File: config.mk
export PLATFORM = sky130hd
export DESIGN_NAME = wb_memtest
export DESIGN_NICKNAME = d
export VERILOG_FILES = /design/src/rtl/wb_memtest.sv
export SDC_FILE = /design/constraint.sdc
export NUM_CORES = 1
export LEC_CHECK = 0
export CELL_PAD_IN_SITES_DETAIL_PLACEMENT = 0
export CELL_PAD_IN_SITES_GLOBAL_PLACEMENT = 2
export CORE_MARGIN = 3
export CORE_UTILIZATION = 27
export DETAILED_ROUTE_END_ITERATION = 8
export GPL_TIMING_DRIVEN = 0
export PLACE_DENSITY = 0.78
export SLEW_MARGIN = 20
export SYNTH_ARGS = -nofsm -noshare
export SYNTH_HDL_FRONTEND = slang
export SYNTH_SLANG_ARGS = --single-unit
File: constraint.sdc
create_clock -name clk2x_i -period 3 [get_ports clk2x_i]
set_clock_uncertainty 0.05 [all_clocks]
set_input_delay 0.45 -clock clk2x_i [delete_from_list [all_inputs] [get_ports clk2x_i]]
set_output_delay 0.45 -clock clk2x_i [all_outputs]
set_load 0.01 [all_outputs]
File: src/rtl/wb_memtest.sv
// Wishbone B3 classic memory-test initiator: writes pat(i) = i ^ seed over a word
// range, reads it back and compares. Optional ack watchdog under `WB_MEMTEST_TIMEOUT_EN.
module wb_memtest #(
    parameter int ADR_W   = 23,
    parameter int DAT_W   = 16,
    parameter int TIMEOUT = 64
) (
    input  logic             clk2x_i,
    input  logic             reset_in,
    input  logic             start_i,
    input  logic [ADR_W-1:0] base_adr_i,
    input  logic [ADR_W-1:0] count_i,
    input  logic [DAT_W-1:0] seed_i,
    input  logic             ram_rst_i,
    output logic             wb_cyc_o,
    output logic             wb_stb_o,
    output logic             wb_we_o,
    output logic [1:0]       wb_sel_o,
    output logic [ADR_W-1:0] wb_adr_o,
    output logic [DAT_W-1:0] wb_dat_o,
    input  logic [DAT_W-1:0] wb_dat_i,
    input  logic             wb_ack_i,
    output logic             busy_o,
    output logic             done_o,
    output logic             fail_o,
    output logic [ADR_W-1:0] err_adr_o,
    output logic [DAT_W-1:0] err_dat_o,
    output logic             timeout_o
);

    typedef enum logic [2:0] {
        S_IDLE, S_WAITRDY, S_WR, S_WGAP, S_RD, S_RGAP, S_DONE
    } state_t;

    state_t           state_q, state_d;
    logic [ADR_W-1:0] idx_q, base_q, count_q;
    logic [DAT_W-1:0] seed_q;
    logic             fail_q, tmo_q;
    logic [ADR_W-1:0] err_adr_q;
    logic [DAT_W-1:0] err_dat_q;

    logic             take_start, idx_inc, idx_clr, set_err, set_tmo;
    logic             stb, last, tmo_hit;
    logic [ADR_W-1:0] cur_adr;
    logic [DAT_W-1:0] cur_pat;

    assign stb     = (state_q == S_WR) || (state_q == S_RD);
    assign cur_adr = base_q + idx_q;  // wraps modulo 2^ADR_W
    assign cur_pat = DAT_W'(idx_q) ^ seed_q;
    assign last    = (idx_q == count_q - ADR_W'(1));

`ifdef WB_MEMTEST_TIMEOUT_EN
    localparam int TMO_W = $clog2(TIMEOUT + 1);
    logic [TMO_W-1:0] tmo_cnt_q;

    assign tmo_hit = stb && !wb_ack_i && (tmo_cnt_q == TMO_W'(TIMEOUT - 1));

    always_ff @(posedge clk2x_i or negedge reset_in) begin
        if (!reset_in)              tmo_cnt_q <= '0;
        else if (stb && !wb_ack_i)  tmo_cnt_q <= tmo_cnt_q + TMO_W'(1);
        else                        tmo_cnt_q <= '0;
    end
`else
    // never true: without the watchdog the block waits for ack indefinitely
    assign tmo_hit = (TIMEOUT < 0);
`endif

    always_ff @(posedge clk2x_i or negedge reset_in) begin
        if (!reset_in) state_q <= S_IDLE;
        else           state_q <= state_d;
    end

    always_comb begin
        state_d    = state_q;
        take_start = 1'b0;
        idx_inc    = 1'b0;
        idx_clr    = 1'b0;
        set_err    = 1'b0;
        set_tmo    = 1'b0;
        case (state_q)
            S_IDLE, S_DONE: begin
                if (start_i) begin
                    take_start = 1'b1;
                    state_d    = (count_i == '0) ? S_DONE : S_WAITRDY;
                end
            end
            S_WAITRDY: begin
                if (!ram_rst_i) begin
                    idx_clr = 1'b1;
                    state_d = S_WR;
                end
            end
            S_WR: begin
                if (tmo_hit) begin
                    set_tmo = 1'b1;
                    state_d = S_DONE;
                end else if (wb_ack_i) begin
                    state_d = S_WGAP;
                end
            end
            S_WGAP: begin
                if (last) begin
                    idx_clr = 1'b1;
                    state_d = S_RD;
                end else begin
                    idx_inc = 1'b1;
                    state_d = S_WR;
                end
            end
            S_RD: begin
                if (tmo_hit) begin
                    set_tmo = 1'b1;
                    state_d = S_DONE;
                end else if (wb_ack_i) begin
                    // abort on the first miscompare
                    if (wb_dat_i != cur_pat) begin
                        set_err = 1'b1;
                        state_d = S_DONE;
                    end else begin
                        state_d = S_RGAP;
                    end
                end
            end
            S_RGAP: begin
                if (last) begin
                    state_d = S_DONE;
                end else begin
                    idx_inc = 1'b1;
                    state_d = S_RD;
                end
            end
            default: state_d = S_IDLE;
        endcase
    end

    always_ff @(posedge clk2x_i or negedge reset_in) begin
        if (!reset_in) begin
            idx_q     <= '0;
            base_q    <= '0;
            count_q   <= '0;
            seed_q    <= '0;
            fail_q    <= 1'b0;
            tmo_q     <= 1'b0;
            err_adr_q <= '0;
            err_dat_q <= '0;
        end else begin
            if (take_start) begin
                base_q    <= base_adr_i;
                count_q   <= count_i;
                seed_q    <= seed_i;
                idx_q     <= '0;
                fail_q    <= 1'b0;
                tmo_q     <= 1'b0;
                err_adr_q <= '0;
                err_dat_q <= '0;
            end
            if (idx_clr)      idx_q <= '0;
            else if (idx_inc) idx_q <= idx_q + ADR_W'(1);
            if (set_err) begin
                fail_q    <= 1'b1;
                err_adr_q <= cur_adr;
                err_dat_q <= wb_dat_i;
            end
            if (set_tmo) begin
                fail_q    <= 1'b1;
                tmo_q     <= 1'b1;
                err_adr_q <= cur_adr;
                err_dat_q <= '0;
            end
        end
    end

    assign wb_cyc_o  = stb;
    assign wb_stb_o  = stb;
    assign wb_we_o   = (state_q == S_WR);
    assign wb_sel_o  = stb ? 2'b11 : 2'b00;
    assign wb_adr_o  = stb ? cur_adr : '0;
    assign wb_dat_o  = (state_q == S_WR) ? cur_pat : '0;
    assign busy_o    = (state_q != S_IDLE) && (state_q != S_DONE);
    assign done_o    = (state_q == S_DONE);
    assign fail_o    = fail_q;
    assign err_adr_o = err_adr_q;
    assign err_dat_o = err_dat_q;
    assign timeout_o = tmo_q;

endmodule

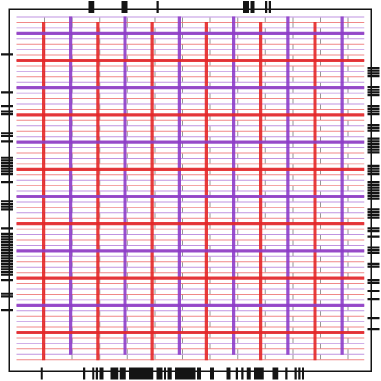
Run 1: power grid
Drawn at 2 px/um. Pins as bars on the die edge. Tap cells in gray.
Key: purple = VDD; red = VSS
12 straps on met4. The core has 63 rows. 64 met1 rails follow the rows. 390 tap cells.
Peak supply drop: 0.000342 V
Core Area: 29,800 um2

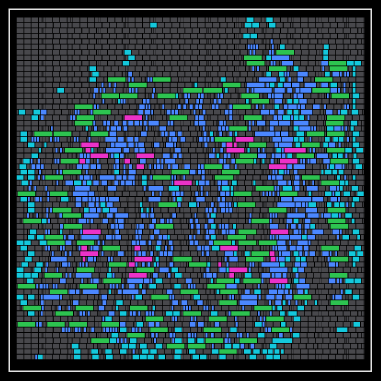
Run 1: placement by cell class
Drawn at 2 px/um. Fill, decap, tap and diode cells in gray.
Key: blue = all other logic [cells 818]; cyan = other buffers and delay cells [cells 303]; green = flops [cells 128]; magenta = clock drivers and dummy loads [cells 32]

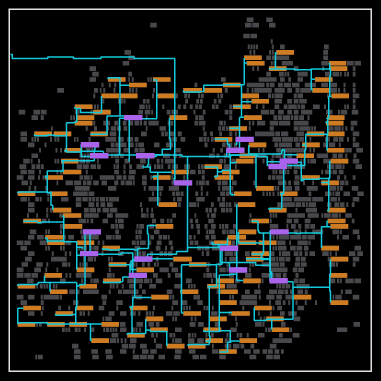
Run 1: clock wires, drivers and flops
Drawn at 2 px/um.
Key: purple = cells driving clock nets [count 17]; cyan = clock wires [length 2,260 um]; orange = flip-flops [count 128]
There are 18 routed clock nets.

==> flow_metrics.env, run 1 <==
# source this file to load flow results
export IMPL_yosysTopAreaCell="dfrtp_1"
export IMPL_buffers=303
export IMPL_largest_class="combinational gates"
export IMPL_violations="setup timing"
export IMPL_rsz0062_at_grt="yes"
export IMPL_worstPathCellList="ha_2, fa_2, a211oi_2, o21ai_2, a21oi_2, buf_4, nor3b_2, o21a_1, o41a_1, xnor2_2, nor2_1, buf_2"
export IMPL_cts_buffers_inserted=17
export IMPL_nets=1376
export IMPL_top_area_frac=0.391
export IMPL_route_detailed_drc=0
export IMPL_endpoint="wb_adr_o[16]"
export IMPL_status="finished, violations left"
export IMPL_ant_nets=0
export IMPL_ys_sh_xor=0.0976
export IMPL_layout_setup_ws_ns=-0.547
export IMPL_r2r_start="base_q[0]"
export IMPL_fp_util=0.275
export IMPL_grt_usage=0.172
export IMPL_switching_share=0.419
export IMPL_synth_edff_count=0
export IMPL_nWellTaps=390
export IMPL_chipArea_um2=32500
export IMPL_non_clock_inverter_count=35
export IMPL_cellPowerDensity_nw_per_um2=1040
export IMPL_setup_violations=16
export IMPL_cp_data_arrival_time_ns=3.05
export IMPL_ys_sh_simple=0.279
export IMPL_met3_wirelength_um=1180
export IMPL_first_global_vias=7909
export IMPL_finalPower_mw=12.6
export IMPL_regArea_um2=3220
export IMPL_placed_area_um2=10400
export IMPL_cts_tree="yes"
export IMPL_p_int_mw=7.35
export IMPL_hold_path_class="reg -> reg"
export IMPL_comb_share=0.429
export IMPL_area_delta_synth_final_pct=47.9
export IMPL_slew_viol_final=0
export IMPL_post_route_util=0.407
export IMPL_crit_required_ns=2.50
export IMPL_holdPathEnd="base_q[17]"
export IMPL_p_seq_frac=0.246
export IMPL_rr_worst_depth=16
export IMPL_start_kind="register"
export IMPL_p_leak_nw=5.21
==> run 1 -> run 2 <==
--- a/config.mk
+++ b/config.mk
@@ -8,11 +8,10 @@
 export CELL_PAD_IN_SITES_DETAIL_PLACEMENT = 0
 export CELL_PAD_IN_SITES_GLOBAL_PLACEMENT = 2
 export CORE_MARGIN = 3
-export CORE_UTILIZATION = 27
+export CORE_UTILIZATION = 33
 export DETAILED_ROUTE_END_ITERATION = 8
 export GPL_TIMING_DRIVEN = 0
-export PLACE_DENSITY = 0.78
-export SLEW_MARGIN = 20
+export PLACE_DENSITY = 0.89
 export SYNTH_ARGS = -nofsm -noshare
 export SYNTH_HDL_FRONTEND = slang
 export SYNTH_SLANG_ARGS = --single-unit
==> constraint.sdc (replaced) <==
create_clock -name clk2x_i -period 4.4 [get_ports clk2x_i]
set_clock_uncertainty 0.05 [all_clocks]
set_input_delay 0.66 -clock clk2x_i [delete_from_list [all_inputs] [get_ports clk2x_i]]
set_output_delay 0.66 -clock clk2x_i [all_outputs]
set_load 0.01 [all_outputs]
==> run 2 against run 1 <==
Compared with the run above:
- the run now ends clean
- die size fell by 18%
- sequential cell count unchanged
- wire length is 10% lower
- combinational power is 45% lower
- clock power fell by 25%
- area after synthesis stayed put
- via count decreased by 3.9%
- worst hold slack got worse by 0.27 ns
- synthesized cell count is the same
==> flow_metrics.env, run 2 <==
# source this file to load flow results
export IMPL_buffers=235
export IMPL_cts_tree="yes"
export IMPL_area_delta_synth_final_pct=34.4
export IMPL_first_global_vias=7336
export IMPL_ys_sh_simple=0.279
export IMPL_hold_path_class="in -> async"
export IMPL_route_detailed_drc=0
export IMPL_nets=1308
export IMPL_post_route_util=0.452
export IMPL_chipArea_um2=26800
export IMPL_switching_share=0.405
export IMPL_p_seq_frac=0.269
export IMPL_grt_usage=0.193
export IMPL_ant_nets=0
export IMPL_endpoint="wb_adr_o[16]"
export IMPL_p_leak_nw=4.72
export IMPL_cp_end_kind="output port"
export IMPL_synth_edff_count=0
export IMPL_drt_wl_total_um=25800
export IMPL_layout_setup_ws_ns=0.175
export IMPL_drv_cap=0
export IMPL_maxPowerGroup="combinational cells"
export IMPL_cellPowerDensity_nw_per_um2=703
export IMPL_top_area_frac=0.391
export IMPL_cp_top_family="AND-OR/OR-AND gates"
export IMPL_status="finished clean"
export IMPL_clk_share=0.0577
export IMPL_aoi_share=0.118
export IMPL_finalPower_mw=7.75
export IMPL_nWellTaps=324
export IMPL_slew_viol_final=0
export IMPL_yosysTopAreaCell="dfrtp_1"
export IMPL_relSlewSlack=0.397
export IMPL_rr_worst_depth=9
export IMPL_ys_sh_xor=0.0976
export IMPL_start_kind="register"
export IMPL_placed_area_um2=10300
export IMPL_fp_coreArea_um2=24400
export IMPL_fp_util=0.336
export IMPL_r2r_start="idx_q[6]"
export IMPL_drt_met1_wl_um=12300
export IMPL_crit_required_ns=3.69
export IMPL_cts_buffers_inserted=17
export IMPL_ir_drop_v=0.000275
export IMPL_regArea_um2=3200
export IMPL_cp_data_arrival_time_ns=3.51
export IMPL_p_int_mw=4.61
export IMPL_met3_wirelength_um=1160
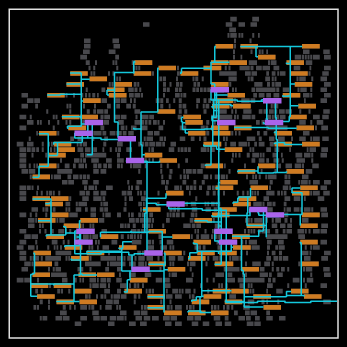
Run 2: clock wires, drivers and flops
Drawn at 2 px/um.
Key: cyan = clock wires [length 2,040 um]; orange = flip-flops [count 128]; purple = cells driving clock nets [count 17]
Position of the flops: all over the die. There are 18 routed clock nets.
clock power share: 0.199
Clk. pwr: 1.54 mW
Insertion Delay late pin: 0.42 ns

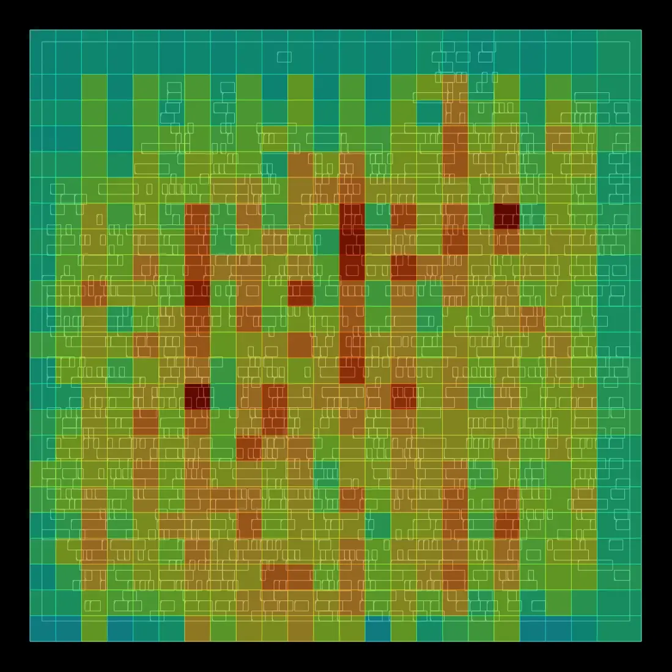
Run 2: routing congestion map
GR Layer Usage met3: 0.0355
met1 Resource Use GR: 0.265

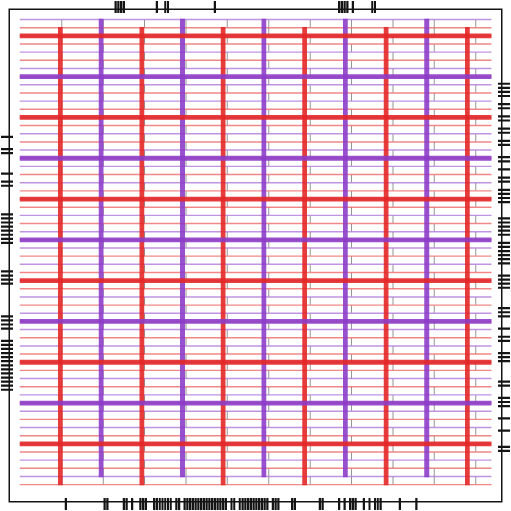
Run 2: power grid
Drawn at 3 px/um. Pins as bars on the die edge. Tap cells in gray.
Key: purple = VDD; red = VSS
11 straps on met5. 170 signal pins sit on the boundary.

No activity file was given, so power comes from the tool's default toggle rates.
